**Run 1: routed metal per tile**

Scale bar: 20 um. 17 x 17 tiles, from dark blue (low) to red (high), scaled to the fullest tile. Values are wire area over tile area, all layers added.
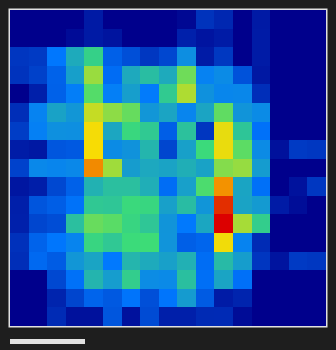
**Run 1: clock routing**

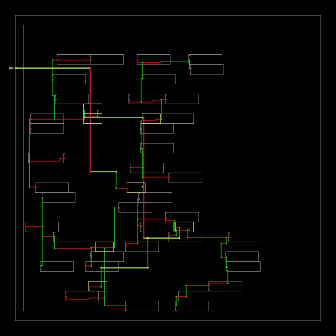
**Run 1: the metal 1 layer**

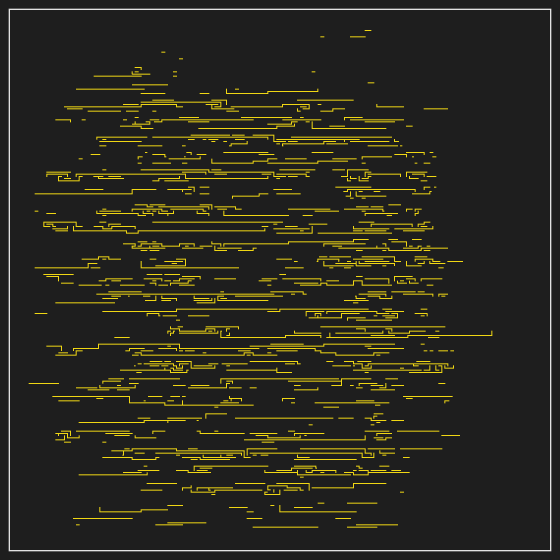
==> config.mk <==
export PLATFORM = sky130hd
export DESIGN_NAME = dac_interp
export DESIGN_NICKNAME = d
export VERILOG_FILES = /design/src/rtl/dac_interp_pkg.sv /design/src/rtl/dac_interp_buf.sv /design/src/rtl/dac_interp.sv
export SDC_FILE = /design/constraint.sdc
export NUM_CORES = 1
export LEC_CHECK = 0
export ABC_AREA = 1
export ABC_CLOCK_PERIOD_IN_PS = 4400
export CAP_MARGIN = 20
export CORE_MARGIN = 2
export CORE_UTILIZATION = 39
export CTS_BUF_LIST = sky130_fd_sc_hd__clkbuf_2 sky130_fd_sc_hd__clkbuf_4 sky130_fd_sc_hd__clkbuf_8
export CTS_CLUSTER_DIAMETER = 150
export DETAILED_ROUTE_END_ITERATION = 16
export PLACE_DENSITY = 0.66
export RECOVER_POWER = 50
export SLEW_MARGIN = 25
export SYNTH_ARGS = -nofsm -noshare
export SYNTH_HDL_FRONTEND = slang
export SYNTH_SLANG_ARGS = --single-unit
==> constraint.sdc <==
create_clock -name clk -period 4.4 [get_ports clk]
set_clock_uncertainty 0.2 [all_clocks]
set_input_delay 0.44 -clock clk [delete_from_list [all_inputs] [get_ports clk]]
set_output_delay 0.44 -clock clk [all_outputs]
set_load 0.01 [all_outputs]
==> src/rtl/dac_interp_pkg.sv <==
// Shared types and defaults for the DAC linear-interpolating upsampler.
// Holds the FSM state type, default widths and width helper functions.
package dac_interp_pkg;

  localparam int DI_N = 8;
  localparam int DI_L = 2;

  typedef enum logic [0:0] {
    IDLE = 1'b0,
    RUN  = 1'b1
  } state_e;

  // Interpolation factor R = 2^L
  function automatic int ratio(input int l);
    return 1 << l;
  endfunction

  // Signed width that holds s1 - s0
  function automatic int step_w(input int n);
    return n + 1;
  endfunction

  // Signed accumulator width; its MSB is always 0
  function automatic int acc_w(input int n, input int l);
    return n + l + 1;
  endfunction

endpackage

==> src/rtl/dac_interp_buf.sv <==
// One-entry holding buffer between the sample source and the ramp datapath.
// Ports: in_data/in_valid/in_ready handshake, wrap (slot frees this cycle),
// consume (datapath takes the entry), buf_data/buf_full (entry contents).
module dac_interp_buf
  import dac_interp_pkg::*;
#(
  parameter int N = DI_N
) (
  input  logic         clk,
  input  logic         reset,
  input  logic [N-1:0] in_data,
  input  logic         in_valid,
  input  logic         wrap,
  input  logic         consume,
  output logic         in_ready,
  output logic [N-1:0] buf_data,
  output logic         buf_full
);

  logic         r_full;
  logic [N-1:0] r_data;
  logic         w_accept;

  // A wrap cycle frees the slot, so a new sample can refill it at once
  assign in_ready = ~r_full | wrap;
  assign w_accept = in_valid & in_ready;
  assign buf_data = r_data;
  assign buf_full = r_full;

  always_ff @(posedge clk or negedge reset) begin
    if (!reset) begin
      r_full <= 1'b0;
      r_data <= '0;
    end else begin
      if (w_accept) begin
        r_full <= 1'b1;
        r_data <= in_data;
      end else if (consume) begin
        r_full <= 1'b0;
      end
    end
  end

endmodule

==> src/rtl/dac_interp.sv <==
// Linear-interpolating upsampler: emits 2^L ramped DAC codes per input sample.
// Ports: clk, reset (async active-low), tick, in_data/in_valid/in_ready,
// dac_data, underrun; underrun_cnt with DAC_INTERP_UNDERRUN_CNT_EN defined.
module dac_interp
  import dac_interp_pkg::*;
#(
  parameter int N = DI_N,
  parameter int L = DI_L
) (
  input  logic         clk,
  input  logic         reset,
  input  logic         tick,
  input  logic [N-1:0] in_data,
  input  logic         in_valid,
  output logic         in_ready,
  output logic [N-1:0] dac_data,
`ifdef DAC_INTERP_UNDERRUN_CNT_EN
  output logic [15:0]  underrun_cnt,
`endif
  output logic         underrun
);

  localparam int R  = ratio(L);
  localparam int SW = step_w(N);
  localparam int AW = acc_w(N, L);
  localparam logic [L-1:0] PH_LAST = L'(R - 1);

  state_e                r_state;
  logic [L-1:0]          r_ph;
  logic [N-1:0]          r_s1;
  logic signed [SW-1:0]  r_step;
  logic signed [AW-1:0]  r_acc;
  logic                  r_underrun;

  logic                  w_wrap;
  logic                  w_start;
  logic                  w_consume;
  logic                  w_full;
  logic [N-1:0]          w_buf;
  logic signed [AW-1:0]  w_s1_acc;
  logic signed [AW-1:0]  w_buf_acc;
  logic signed [AW-1:0]  w_step_ext;
  logic signed [SW-1:0]  w_step_new;

  assign w_wrap    = tick & (r_state == RUN) & (r_ph == PH_LAST);
  assign w_start   = tick & (r_state == IDLE) & w_full;
  assign w_consume = w_start | (w_wrap & w_full);

  dac_interp_buf #(.N(N)) u_buf (
    .clk      (clk),
    .reset    (reset),
    .in_data  (in_data),
    .in_valid (in_valid),
    .wrap     (w_wrap),
    .consume  (w_consume),
    .in_ready (in_ready),
    .buf_data (w_buf),
    .buf_full (w_full)
  );

  // Segment start points sit at value*R in the accumulator
  assign w_s1_acc   = {1'b0, r_s1, {L{1'b0}}};
  assign w_buf_acc  = {1'b0, w_buf, {L{1'b0}}};
  assign w_step_new = {1'b0, w_buf} - {1'b0, r_s1};
  assign w_step_ext = {{L{r_step[SW-1]}}, r_step};

  assign dac_data = r_acc[N+L-1:L];
  assign underrun = r_underrun;

  always_ff @(posedge clk or negedge reset) begin
    if (!reset) begin
      r_state    <= IDLE;
      r_ph       <= '0;
      r_s1       <= '0;
      r_step     <= '0;
      r_acc      <= '0;
      r_underrun <= 1'b0;
    end else begin
      r_underrun <= 1'b0;
      unique case (1'b1)
        w_start: begin
          r_state <= RUN;
          r_s1    <= w_buf;
          r_acc   <= w_buf_acc;
          r_step  <= '0;
          r_ph    <= '0;
        end
        w_wrap & w_full: begin
          r_s1   <= w_buf;
          r_acc  <= w_s1_acc;
          r_step <= w_step_new;
          r_ph   <= '0;
        end
        w_wrap & ~w_full: begin
          // Starved: hold the last endpoint for a whole segment
          r_acc      <= w_s1_acc;
          r_step     <= '0;
          r_ph       <= '0;
          r_underrun <= 1'b1;
        end
        tick & (r_state == RUN) & ~w_wrap: begin
          r_acc <= r_acc + w_step_ext;
          r_ph  <= r_ph + L'(1);
        end
        default: ;
      endcase
    end
  end

`ifdef DAC_INTERP_UNDERRUN_CNT_EN
  logic [15:0] r_ucnt;

  assign underrun_cnt = r_ucnt;

  always_ff @(posedge clk or negedge reset) begin
    if (!reset) begin
      r_ucnt <= '0;
    end else if (w_wrap & ~w_full & (r_ucnt != 16'hFFFF)) begin
      r_ucnt <= r_ucnt + 16'd1;
    end
  end
`endif

endmodule

==> Changelog: implementation, run 1 <==
### Implementation results

- Combinational share of cell area: 44.3%
- Max Transition Viols Final: between 40 and 50
- Slew HR: -41.2%
- Pwr top: combinational logic
- Top cell type's share of synthesized area: about two fifths
- Sequential cell fraction of total power: 30.8%
- Combinational group power: ~1300 uW
- Period utilization: between 60% and 70%
- Largest net degree at the start of global routing: approximately 41
- Clk Tree Root Cell: clkbuf_8
- Switching share of total power: between 40% and 50%
- Pre-CTS setup slack: about 1.9 ns
- Failing checks: capacitance limit, slew limit
- Status: complete, but fails checks
- Post-CTS sizing: 0
- Worst setup path startpoint: tick
- # rows: 29
- Register area: ~1000 um2
- H-tree depth: 2
- Path depth of the worst reg2reg path: 6
- Hold endpoint: r_ph[0]
- Worst slew pin tran: between 2 and 2.5 ns
- RSZ-0062 raised after global routing: no
- CP required: roughly 3.8 ns
- Max Cap Violations: 1
- Vias in the first global route: 1935
- Global Route met2 Usage: between 20% and 30%
- Final setup margin: 1.36 ns
- Tool warning count: 26
- Pleak: 0.00138 uW
About 'routed metal per tile':
fullest tile: 0.50
mean over tiles: 0.11
emptiest ninth of the die: north-east
routed len/inst: 12.3 um
drt total wl: 5.02 mm
vias post-DR: 2007
Tot GR Track Use: 15.5%

About 'clock routing':
clk ins delay skew pair: 0.29 ns
Power Clock: 259 uW
Flops: 40

About 'the metal 1 layer':
share of all routed wire: 50%
longest straight run: 27.6 um
wire length on this layer: 2520 um

## Run 2: what changed since run 1
ABC_CLOCK_PERIOD_IN_PS = 2960   (was 4400)
clock period = 2.96 ns   (was 4.4 ns; I/O delays follow)
**Run 2: routed metal per tile**

Scale bar: 20 um. 17 x 17 tiles, from dark blue (low) to red (high), scaled to the fullest tile. Values are wire area over tile area, all layers added.
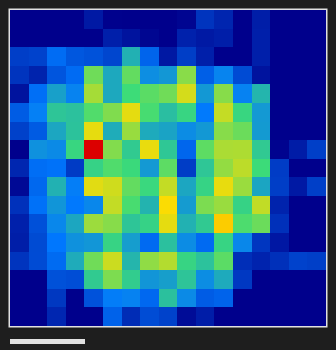
vias post-DR: 2036
Tot GR Track Use: 15.6%
routed len/inst: 12.4 um

==> Changelog: implementation, run 2 <==
### Implementation results

- Pre-CTS setup slack: around 0.71 ns
- Clk Tree Root Cell: clkbuf_8
- Pwr top: combinational logic
- CP required: around 2.5 ns
- Worst setup path startpoint: tick
- Post-CTS sizing: 0
- Power Clock: between 300 and 400 uW
- Final setup margin: ~0.53 ns
- Period utilization: roughly four fifths
- Slew HR: 35.5%
- Max Transition Viols Final: 0
- Vias in the first global route: 2005
- Pleak: between 0.001 and 0.0015 uW
- Largest net degree at the start of global routing: 41
- Register area: approximately 1000 um2
- Switching share of total power: 45.7%
- Worst slew pin tran: a little under 1 ns
- Status: finished clean
- Global Route met2 Usage: about a quarter
- Clk ins delay skew pair: just under 0.3 ns
- Hold endpoint: r_ph[0]
- Tool warning count: 26
- Sequential cell fraction of total power: a little over 30%
- Yosys cell count: about 310
- Combinational share of cell area: between 40% and 50%
- Path depth of the worst reg2reg path: 10
- Max Cap Violations: 0
**Run 2: metal 3**

Scale bar: 20 um.
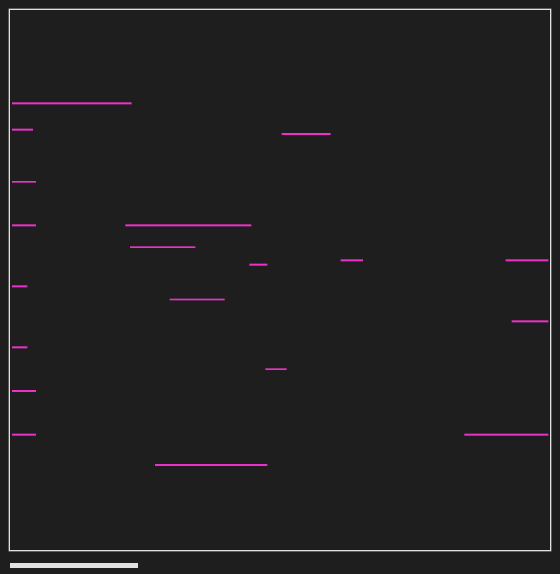
longest straight run: 19.3 um
wire length on this layer: 135 um
met3 Track Usage GR: 3.15%
drt total wl: 5.11 mm

## Run 3: what changed since run 2
ABC_CLOCK_PERIOD_IN_PS = 2000   (was 2960)
PLACE_DENSITY = 0.68   (was 0.66)
clock period = 2 ns   (was 2.96 ns; I/O delays follow)
==> Changelog: implementation, run 3 <==
### Implementation results

- Vias in the first global route: roughly 2100
- Clk ins delay skew pair: ~0.29 ns
- Tool warning count: 26
- Power Clock: between 500 and 600 uW
- Met3 Track Usage GR: 2.85%
- Pleak: 0.00145 uW
- Max Cap Violations: 0
- Largest net degree at the start of global routing: 24
- Flops: 40
- Sequential cell fraction of total power: between 20% and 30%
- Clk Tree Root Cell: clkbuf_8
- Post-CTS sizing: 0
- Yosys cell count: 314
- Slew HR: 38.5%
- Global Route met2 Usage: a little over a quarter
- Pwr top: combinational logic
- CP required: 1.60 ns
- Combinational share of cell area: around 44%
- Period utilization: between 90 and 100%
- Register area: around 1000 um2
- Worst slew pin tran: 0.922 ns
- Combinational group power: 3010 uW
- Pre-CTS setup slack: between 0.05 and 0.06 ns
- Status: finished clean
**Run 3: placed cells, one color a class**

Fill, decap, tap and diode cells in gray.
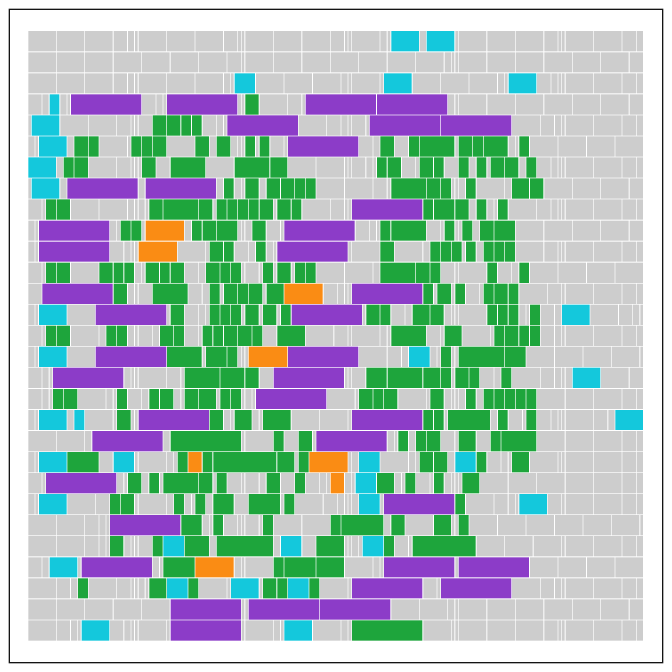
[green] remaining logic cells | cells: 262 | share of their area: 51%
[orange] clock drivers and dummy loads | cells: 8 | share of their area: 3.2%
[cyan] remaining buffers and delay cells | cells: 35 | share of their area: 11%
[purple] registers | cells: 40 | share of their area: 35%
Seq area share: 33.8%
post-layout util: 47.2%
# rows: 29
Finished Cell Area: 2970 um2

**Run 3: the metal 1 layer**

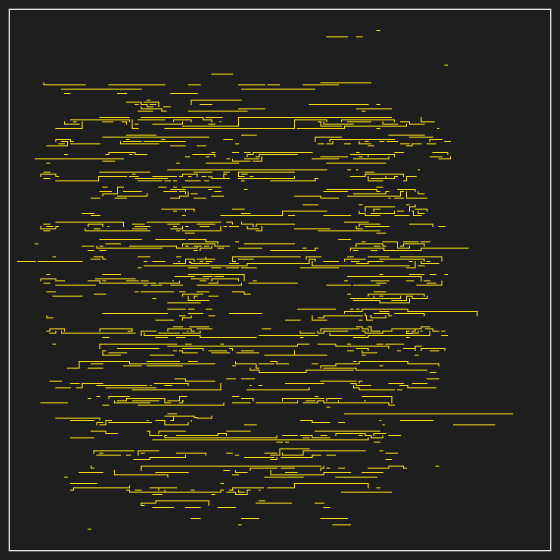
share of all routed wire: 48%
wire length on this layer: 2490 um
nets with wire on the layer: 344
longest straight run: 33.6 um
main direction: horizontal

Power figures rest on the tool's default switching activity, not on a simulated workload.
